Fig. 1: met1 routing
Supply wires on this layer in gray.
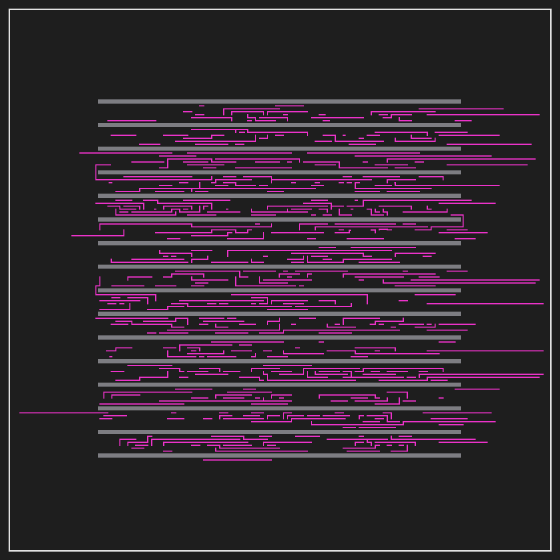
Fig. 2: selected gate families
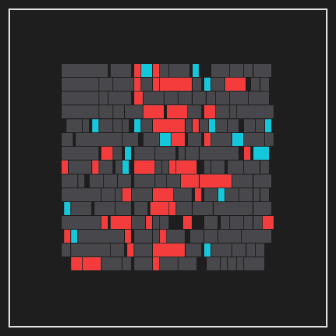
Fig. 3: clock wiring as the flow saved it
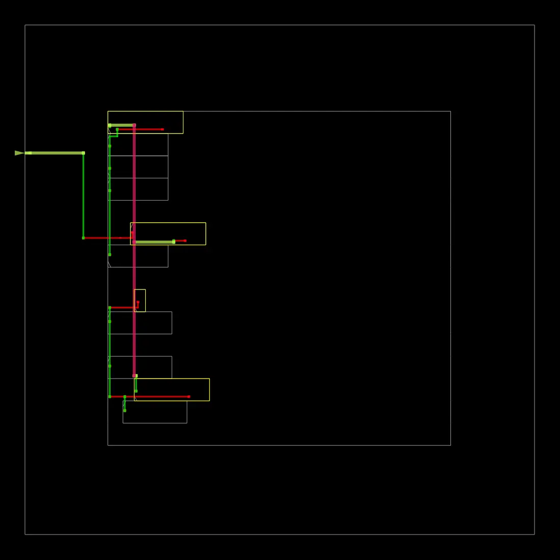
Fig. 4: PDN straps and rails
Pins as bars on the die edge.
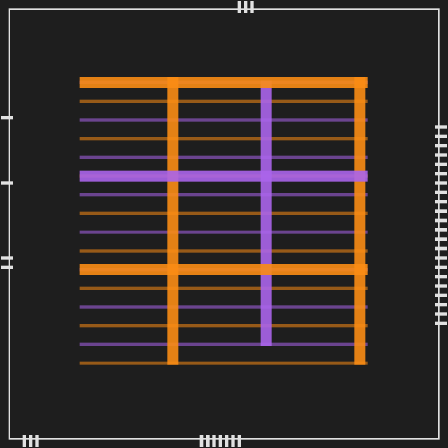
==> src/rtl/riscv16_ctrl.sv <==
// ============================================================================
// riscv16_ctrl : multi-cycle control FSM for the 16-bit RiSC core (opt. RISCV16_PERF_CNT_EN)
// Rev 1.0
// ============================================================================
`default_nettype none

module riscv16_ctrl #(
    parameter int WAIT_MAX = 15
) (
    input  logic        clk,
    input  logic        rst,
    input  logic [15:0] instr,
    input  logic        eq_out,
    input  logic        mem_ready,
    output logic        ADD,
    output logic        NAND,
    output logic        PASS1,
    output logic        EQ,
    output logic        alu_src1_sel,
    output logic        alu_src2_sel,
    output logic        mem_req,
    output logic        mem_we,
    output logic        addr_sel,
    output logic        addr_we,
    output logic        ir_we,
    output logic        pc_we,
    output logic [1:0]  pc_sel,
    output logic        rf_we,
    output logic [1:0]  wb_sel,
    output logic        halted,
    output logic        err
`ifdef RISCV16_PERF_CNT_EN
    ,
    output logic [31:0] cycle_cnt,
    output logic [31:0] instr_cnt
`endif
);

    localparam int CW = $clog2(WAIT_MAX + 1);
    localparam logic [CW-1:0] C_WAIT_LAST = CW'(WAIT_MAX - 1);

    localparam logic [2:0] C_OP_ADD  = 3'b000;
    localparam logic [2:0] C_OP_ADDI = 3'b001;
    localparam logic [2:0] C_OP_NAND = 3'b010;
    localparam logic [2:0] C_OP_LUI  = 3'b011;
    localparam logic [2:0] C_OP_SW   = 3'b100;
    localparam logic [2:0] C_OP_LW   = 3'b101;
    localparam logic [2:0] C_OP_BEQ  = 3'b110;
    localparam logic [2:0] C_OP_JALR = 3'b111;

    typedef enum logic [2:0] {
        S_FETCH  = 3'd0,
        S_DECODE = 3'd1,
        S_EXEC   = 3'd2,
        S_MEM    = 3'd3,
        S_WB     = 3'd4,
        S_HALT   = 3'd5,
        S_ERROR  = 3'd6
    } state_t;

    state_t          state_q, state_d;
    logic [CW-1:0]   wait_q, wait_d;
    logic [2:0]      w_op;
    logic            w_is_halt;
    logic            w_unused;

    assign w_op      = instr[15:13];
    assign w_is_halt = (w_op == C_OP_JALR) && (instr[6:0] != 7'd0);
    assign w_unused  = ^instr[9:7];

    always_ff @(posedge clk) begin
        if (rst) begin
            state_q <= S_FETCH;
            wait_q  <= '0;
        end else begin
            state_q <= state_d;
            wait_q  <= wait_d;
        end
    end

    always_comb begin
        state_d      = state_q;
        wait_d       = wait_q;
        ADD          = 1'b0;
        NAND         = 1'b0;
        PASS1        = 1'b0;
        EQ           = 1'b0;
        alu_src1_sel = 1'b0;
        alu_src2_sel = 1'b0;
        mem_req      = 1'b0;
        mem_we       = 1'b0;
        addr_sel     = 1'b0;
        addr_we      = 1'b0;
        ir_we        = 1'b0;
        pc_we        = 1'b0;
        pc_sel       = 2'd0;
        rf_we        = 1'b0;
        wb_sel       = 2'd0;
        halted       = 1'b0;
        err          = 1'b0;
        // Outputs are gated by rst so a pending memory request drops immediately.
        if (!rst) begin
            case (state_q)
                S_FETCH: begin
                    mem_req = 1'b1;
                    if (mem_ready) begin
                        ir_we   = 1'b1;
                        pc_we   = 1'b1;
                        wait_d  = '0;
                        state_d = S_DECODE;
                    end else if (wait_q == C_WAIT_LAST) begin
                        wait_d  = '0;
                        state_d = S_ERROR;
                    end else begin
                        wait_d  = wait_q + CW'(1);
                    end
                end
                S_DECODE: begin
                    state_d = w_is_halt ? S_HALT : S_EXEC;
                end
                S_EXEC: begin
                    state_d = S_WB;
                    case (w_op)
                        C_OP_ADD:  ADD = 1'b1;
                        C_OP_ADDI: begin
                            ADD          = 1'b1;
                            alu_src2_sel = 1'b1;
                        end
                        C_OP_NAND: NAND = 1'b1;
                        C_OP_LUI: begin
                            PASS1        = 1'b1;
                            alu_src1_sel = 1'b1;
                        end
                        C_OP_SW, C_OP_LW: begin
                            ADD          = 1'b1;
                            alu_src2_sel = 1'b1;
                            addr_we      = 1'b1;
                            state_d      = S_MEM;
                        end
                        C_OP_BEQ: begin
                            EQ      = 1'b1;
                            pc_we   = eq_out;
                            pc_sel  = eq_out ? 2'd1 : 2'd0;
                            state_d = S_FETCH;
                        end
                        default: begin
                            // JALR: link value (PC) written while PC takes alu_out.
                            PASS1   = 1'b1;
                            pc_we   = 1'b1;
                            pc_sel  = 2'd2;
                            rf_we   = 1'b1;
                            wb_sel  = 2'd2;
                            state_d = S_FETCH;
                        end
                    endcase
                end
                S_MEM: begin
                    mem_req  = 1'b1;
                    addr_sel = 1'b1;
                    mem_we   = (w_op == C_OP_SW);
                    if (mem_ready) begin
                        wait_d  = '0;
                        state_d = (w_op == C_OP_LW) ? S_WB : S_FETCH;
                    end else if (wait_q == C_WAIT_LAST) begin
                        wait_d  = '0;
                        state_d = S_ERROR;
                    end else begin
                        wait_d  = wait_q + CW'(1);
                    end
                end
                S_WB: begin
                    rf_we   = (instr[12:10] != 3'd0);
                    wb_sel  = (w_op == C_OP_LW) ? 2'd1 : 2'd0;
                    state_d = S_FETCH;
                end
                S_HALT:  halted = 1'b1;
                S_ERROR: err    = 1'b1;
                default: state_d = S_FETCH;
            endcase
        end
    end

`ifdef RISCV16_PERF_CNT_EN
    logic [31:0] cycle_q, instr_q;

    always_ff @(posedge clk) begin
        if (rst) begin
            cycle_q <= '0;
            instr_q <= '0;
        end else begin
            if (state_q != S_HALT && state_q != S_ERROR) begin
                cycle_q <= cycle_q + 32'd1;
            end
            if (state_d == S_FETCH &&
                (state_q == S_EXEC || state_q == S_MEM || state_q == S_WB)) begin
                instr_q <= instr_q + 32'd1;
            end
        end
    end

    assign cycle_cnt = cycle_q;
    assign instr_cnt = instr_q;
`endif

endmodule

`default_nettype wire

==> config.mk <==
export PLATFORM = sky130hd
export DESIGN_NAME = riscv16_ctrl
export DESIGN_NICKNAME = d
export VERILOG_FILES = /design/src/rtl/riscv16_ctrl.sv
export SDC_FILE = /design/constraint.sdc
export NUM_CORES = 1
export LEC_CHECK = 0
export ABC_AREA = 1
export CAP_MARGIN = 20
export CORE_MARGIN = 10
export CORE_UTILIZATION = 37
export CTS_BUF_LIST = sky130_fd_sc_hd__clkbuf_16
export CTS_CLUSTER_SIZE = 14
export DETAILED_ROUTE_END_ITERATION = 6
export PLACE_DENSITY = 0.86
export SETUP_SLACK_MARGIN = 0.5
export SLEW_MARGIN = 30
export SYNTH_ARGS = -nofsm -noshare
export SYNTH_HDL_FRONTEND = slang
export SYNTH_SLANG_ARGS = --single-unit
==> constraint.sdc <==
create_clock -name clk -period 1.85 [get_ports clk]
set_input_delay 0.37 -clock clk [delete_from_list [all_inputs] [get_ports clk]]
set_output_delay 0.37 -clock clk [all_outputs]
set_load 0.01 [all_outputs]
==> COMMIT_EDITMSG <==
Store results of the implementation flow

* Synthesized area: 659 um2
- The completed layout was analyzed and its total power is 0.00152 W.
- Critical path type: register to output port
- Die span in y: around 62 um
* Clock network latency to the later pin of the worst-skew pair: 0.23 ns
- The timing report notes that buffer and inverter cells on the critical path total 5.
- After synthesis the netlist holds a flip-flop and latch count of 7.
- R2R Path End: wait_q[1]
* Worst r2r src: state_q[1]
- The net count after synthesis is around 140.
- DRC errors left: 0
* Total stage count of the critical path: 8
- Met2 Track Usage GR: 0.303
* Length in cells of the worst reg-to-reg path: 11
- Flop area: about 140 um2
- Total wire length: 4440 um
- Leaving out fill and tap cells, the most frequent cells in the layout are sky130_fd_sc_hd__buf_4, sky130_fd_sc_hd__nand2_1, sky130_fd_sc_hd__buf_2.
* Average instance area after synthesis: 5.68 um2
* Crit path DAT: 1.53 ns
- Tool warnings: 33
- The routed design could run at a clock period as short as 1.90 ns.
- Dividing the detail-routed wire length by the instance count gives 20.3 um.
- The initial antenna violation count was 1.
* Global-route wire length before repair: 5350 um
- Yosys attributes the largest share of cell area to sky130_fd_sc_hd__dfxtp_1, sky130_fd_sc_hd__nand2_1, sky130_fd_sc_hd__nor2_1.
- Largest net degree at the start of global routing: 9
* Slew Viols, Final: 0
* Clock root cell: sky130_fd_sc_hd__clkbuf_16
* Total global routing overflow: 0
- In the post-route analysis, the smallest setup slack over all paths is -0.0484 ns.
* Maximum single-stage delay on the critical path: approximately 0.32 ns
* Routability cong.: 0.818
* Met3 usage: 0.0376
- The worst setup path is captured at an output port.
- Core Util, Final: 0.947
- The flow ran to the end, but the final reports show violations.
* Drt pass-1 iters: 4
* DPL Wire Length: 2140 um
- The final reports fail on negative setup slack.
* Launch point of the worst hold path: wait_q[2]
- Layout cell share with drive strength beyond 1: 0.585
- Total of buffers placed on input and output ports: 35
- Slowest CP cell: sky130_fd_sc_hd__dfxtp_2
- Transition time at the pin with the least slew margin: 0.247 ns
- The floorplan report gives the top-level pin count as 39.
- Final number of setup-violating endpoints: 7
- Category of cells accounting for the largest share of critical-path delay: buffers and inverters
- Per the CTS log, the buffer count on the longest clock path is 2.
* Post-route fraction of the period consumed by the critical path: 1.03
- Number of DRC markers in iteration 0: between 50 and 60
* CP endpoint: rf_we
* Core Rows: 15
- Final hold violation count: 0
- Via count of the first global-routing pass: 1158
* Dominant Register Cell: sky130_fd_sc_hd__dfxtp_1
- In the Yosys report the total cell count is 116.
* Flop-to-flop setup slack: 0.19 ns
* Count of distinct cell types in the synthesized netlist: 25
- Across every metal layer, demand over resource in global routing totals 0.167.
- Based on the critical path, the design can be clocked at up to 527 MHz.
- The type recorded for the worst min-delay path is register to register.
* CP dominant cell by count: sky130_fd_sc_hd__buf_6
* P_leak: a little over 0.8 nW
- After filler insertion, the fill cell instance count of the layout stands at around 48.
* Net count, final: 216
- For this run, global-route usage on met1 was measured as 0.169.
- The synthesis report gives the async set-or-reset register share as 0.
- Area figure in the yosys stat output: 659 um2
- Overall via count from detail_route: roughly 1200
* Ys Warns: 0
- Antenna-violating nets left: 0
- Element type at the critical path start: register
- Per Yosys stat, the portion of area used by sequential elements is 0.213.
- Global routing put the most usage on met2.
- In this run the number of H-tree levels came out at 1.
- The post-synth count of flops with an enable pin is 0.
- Worst slew margin relative to its limit: 0.835
- TritonCTS built the clock tree.
* CP startpoint: state_q[1]
- Cell area power density: 942 mW/mm2
- For reference, the clock transition at the flip-flops on the worst setup and hold paths is 0.04 ns.
* Data required time of the critical path: 1.48 ns
* Area share, top type: 0.213
* Die area: between 0.003 and 0.004 mm2
* Peak VDD IR: 0.926 mV
- Mapped Cells: ~120
* Post-synth top area cell: sky130_fd_sc_hd__dfxtp_1
* Starting density of the core: 0.386
Notes on Fig. 1 above:
longest straight run: 20.2 um
main direction: horizontal
share of all routed wire: 38%
wire length on this layer: 1680 um

Notes on Fig. 2 above:
[red] nand cells | cells: 41
[cyan] inv cells | cells: 16
combinational share of cell area: 0.422
number of standard cells in the final layout excluding fillers: 219
most instantiated logic cell after routing: sky130_fd_sc_hd__buf_4

Notes on Fig. 3 above:
sequential cell count: 7
clock buffer instance count of the final layout: 3
final clock skew: 0.00230 ns
CTS Buf Count: 3
TritonCTS sink count: 7

Notes on Fig. 4 above:
[purple] VDD
[orange] VSS
rows: 15
met5 straps: 3
signal pins: 39
met1 rails: 16

==> sequential cells by signal, summed over array words and instances (netlist names) <==
register and count:
wait_q 4, state_q 3
==> tightest hold or removal path, stage by stage, from the launching register on <==
cell,delay [ns]
sky130_fd_sc_hd__dfxtp_1,0.34
sky130_fd_sc_hd__a21oi_2,0.11
sky130_fd_sc_hd__nor3_1,0.06
==> Yosys cell counts, types with 2 or more instances <==
cell type / number
sky130_fd_sc_hd__a21oi_1: 3
sky130_fd_sc_hd__and3_1: 2
sky130_fd_sc_hd__dfxtp_1: 7
sky130_fd_sc_hd__ha_1: 2
sky130_fd_sc_hd__inv_1: 9
sky130_fd_sc_hd__inv_2: 6
sky130_fd_sc_hd__nand2_1: 26
sky130_fd_sc_hd__nand2_2: 2
sky130_fd_sc_hd__nand3_1: 9
sky130_fd_sc_hd__nor2_1: 24
sky130_fd_sc_hd__nor3_1: 7
sky130_fd_sc_hd__nor4_1: 3
sky130_fd_sc_hd__o21a_1: 2
sky130_fd_sc_hd__o21ai_1: 3
==> metal layers <==
metal / vias to the layer above / share of wire
met1: 588 / 0.38
met2: 85 / 0.52
li1: 526 / -
met5: - / 0
met4: 0 / 0.035
met3: 17 / 0.070
==> cell type report <==
cell class / count / share of cell area
inverter: 16 / 0.0449
timing repair buffer: 74 / 0.375
antenna: 1 / 0.00155
multi-input combinational: 92 / 0.422
clock buffer: 3 / 0.0464
tap: 25 / 0.0193
sequential: 7 / 0.0890
clock inverter: 1 / 0.00232
==> logic make-up after synthesis <==
| logic type | Yosys count | synth area share |
|---|---|---|
| fa+ha+maj | 2 | 0.0379 |
| buf+inv | 17 | 0.0987 |
| compound gates | 9 | 0.0759 |
| simple gates | 81 | 0.575 |
| flops | 7 | 0.213 |
==> power breakdown <==
| part | switching [W] | internal (W) |
|---|---|---|
| clock | 0.0000812 | 0.000281 |
| sequential | 0.0000260 | 0.000182 |
| combinational | 0.000494 | 0.000459 |
| total | 0.000602 | 0.000922 |
==> timing repair <==
| action | in CTS | in global routing |
|---|---|---|
| hold endpoints to repair | 0 | 0 |
| gates resized | 104 | 47 |
| endpoints found under the setup margin | 25 | 26 |
| cloned | 0 | 0 |
| hold buffers | 0 | 0 |
| buffers inserted | 6 | 10 |
| pin swaps | 11 | 21 |
==> how the worst min path moves through the flow <==
| stage | to | slack (ns) | cells past startpoint |
|---|---|---|---|
| 2_1_floorplan | wait_q[0] | 0.49 | 2 |
| 3_3_place_gp | wait_q[3] | 0.51 | 2 |
| 3_5_place_dp | wait_q[0] | 0.52 | 2 |
| 4_1_cts | wait_q[3] | 0.53 | 2 |
| 5_1_grt | wait_q[3] | 0.59 | 2 |
| 6_report | wait_q[2] | 0.55 | 2 |
==> metrics by stage <==
stage               TNS, ns  setup WS (ns)  cell area (um2)  hold WS (ns)  std cells
floorplan                 0          0.335              704         0.488        116
global placement      -6.14         -0.471             1250         0.513        198
detailed placement    -6.67         -0.540             1250         0.525        198
CTS                 -0.0275        -0.0205             1360         0.526        208
global route         -0.722         -0.131             1620         0.587        219
finish               -0.218        -0.0484             1620         0.555        219
Power is estimated from default activity; no workload was simulated.
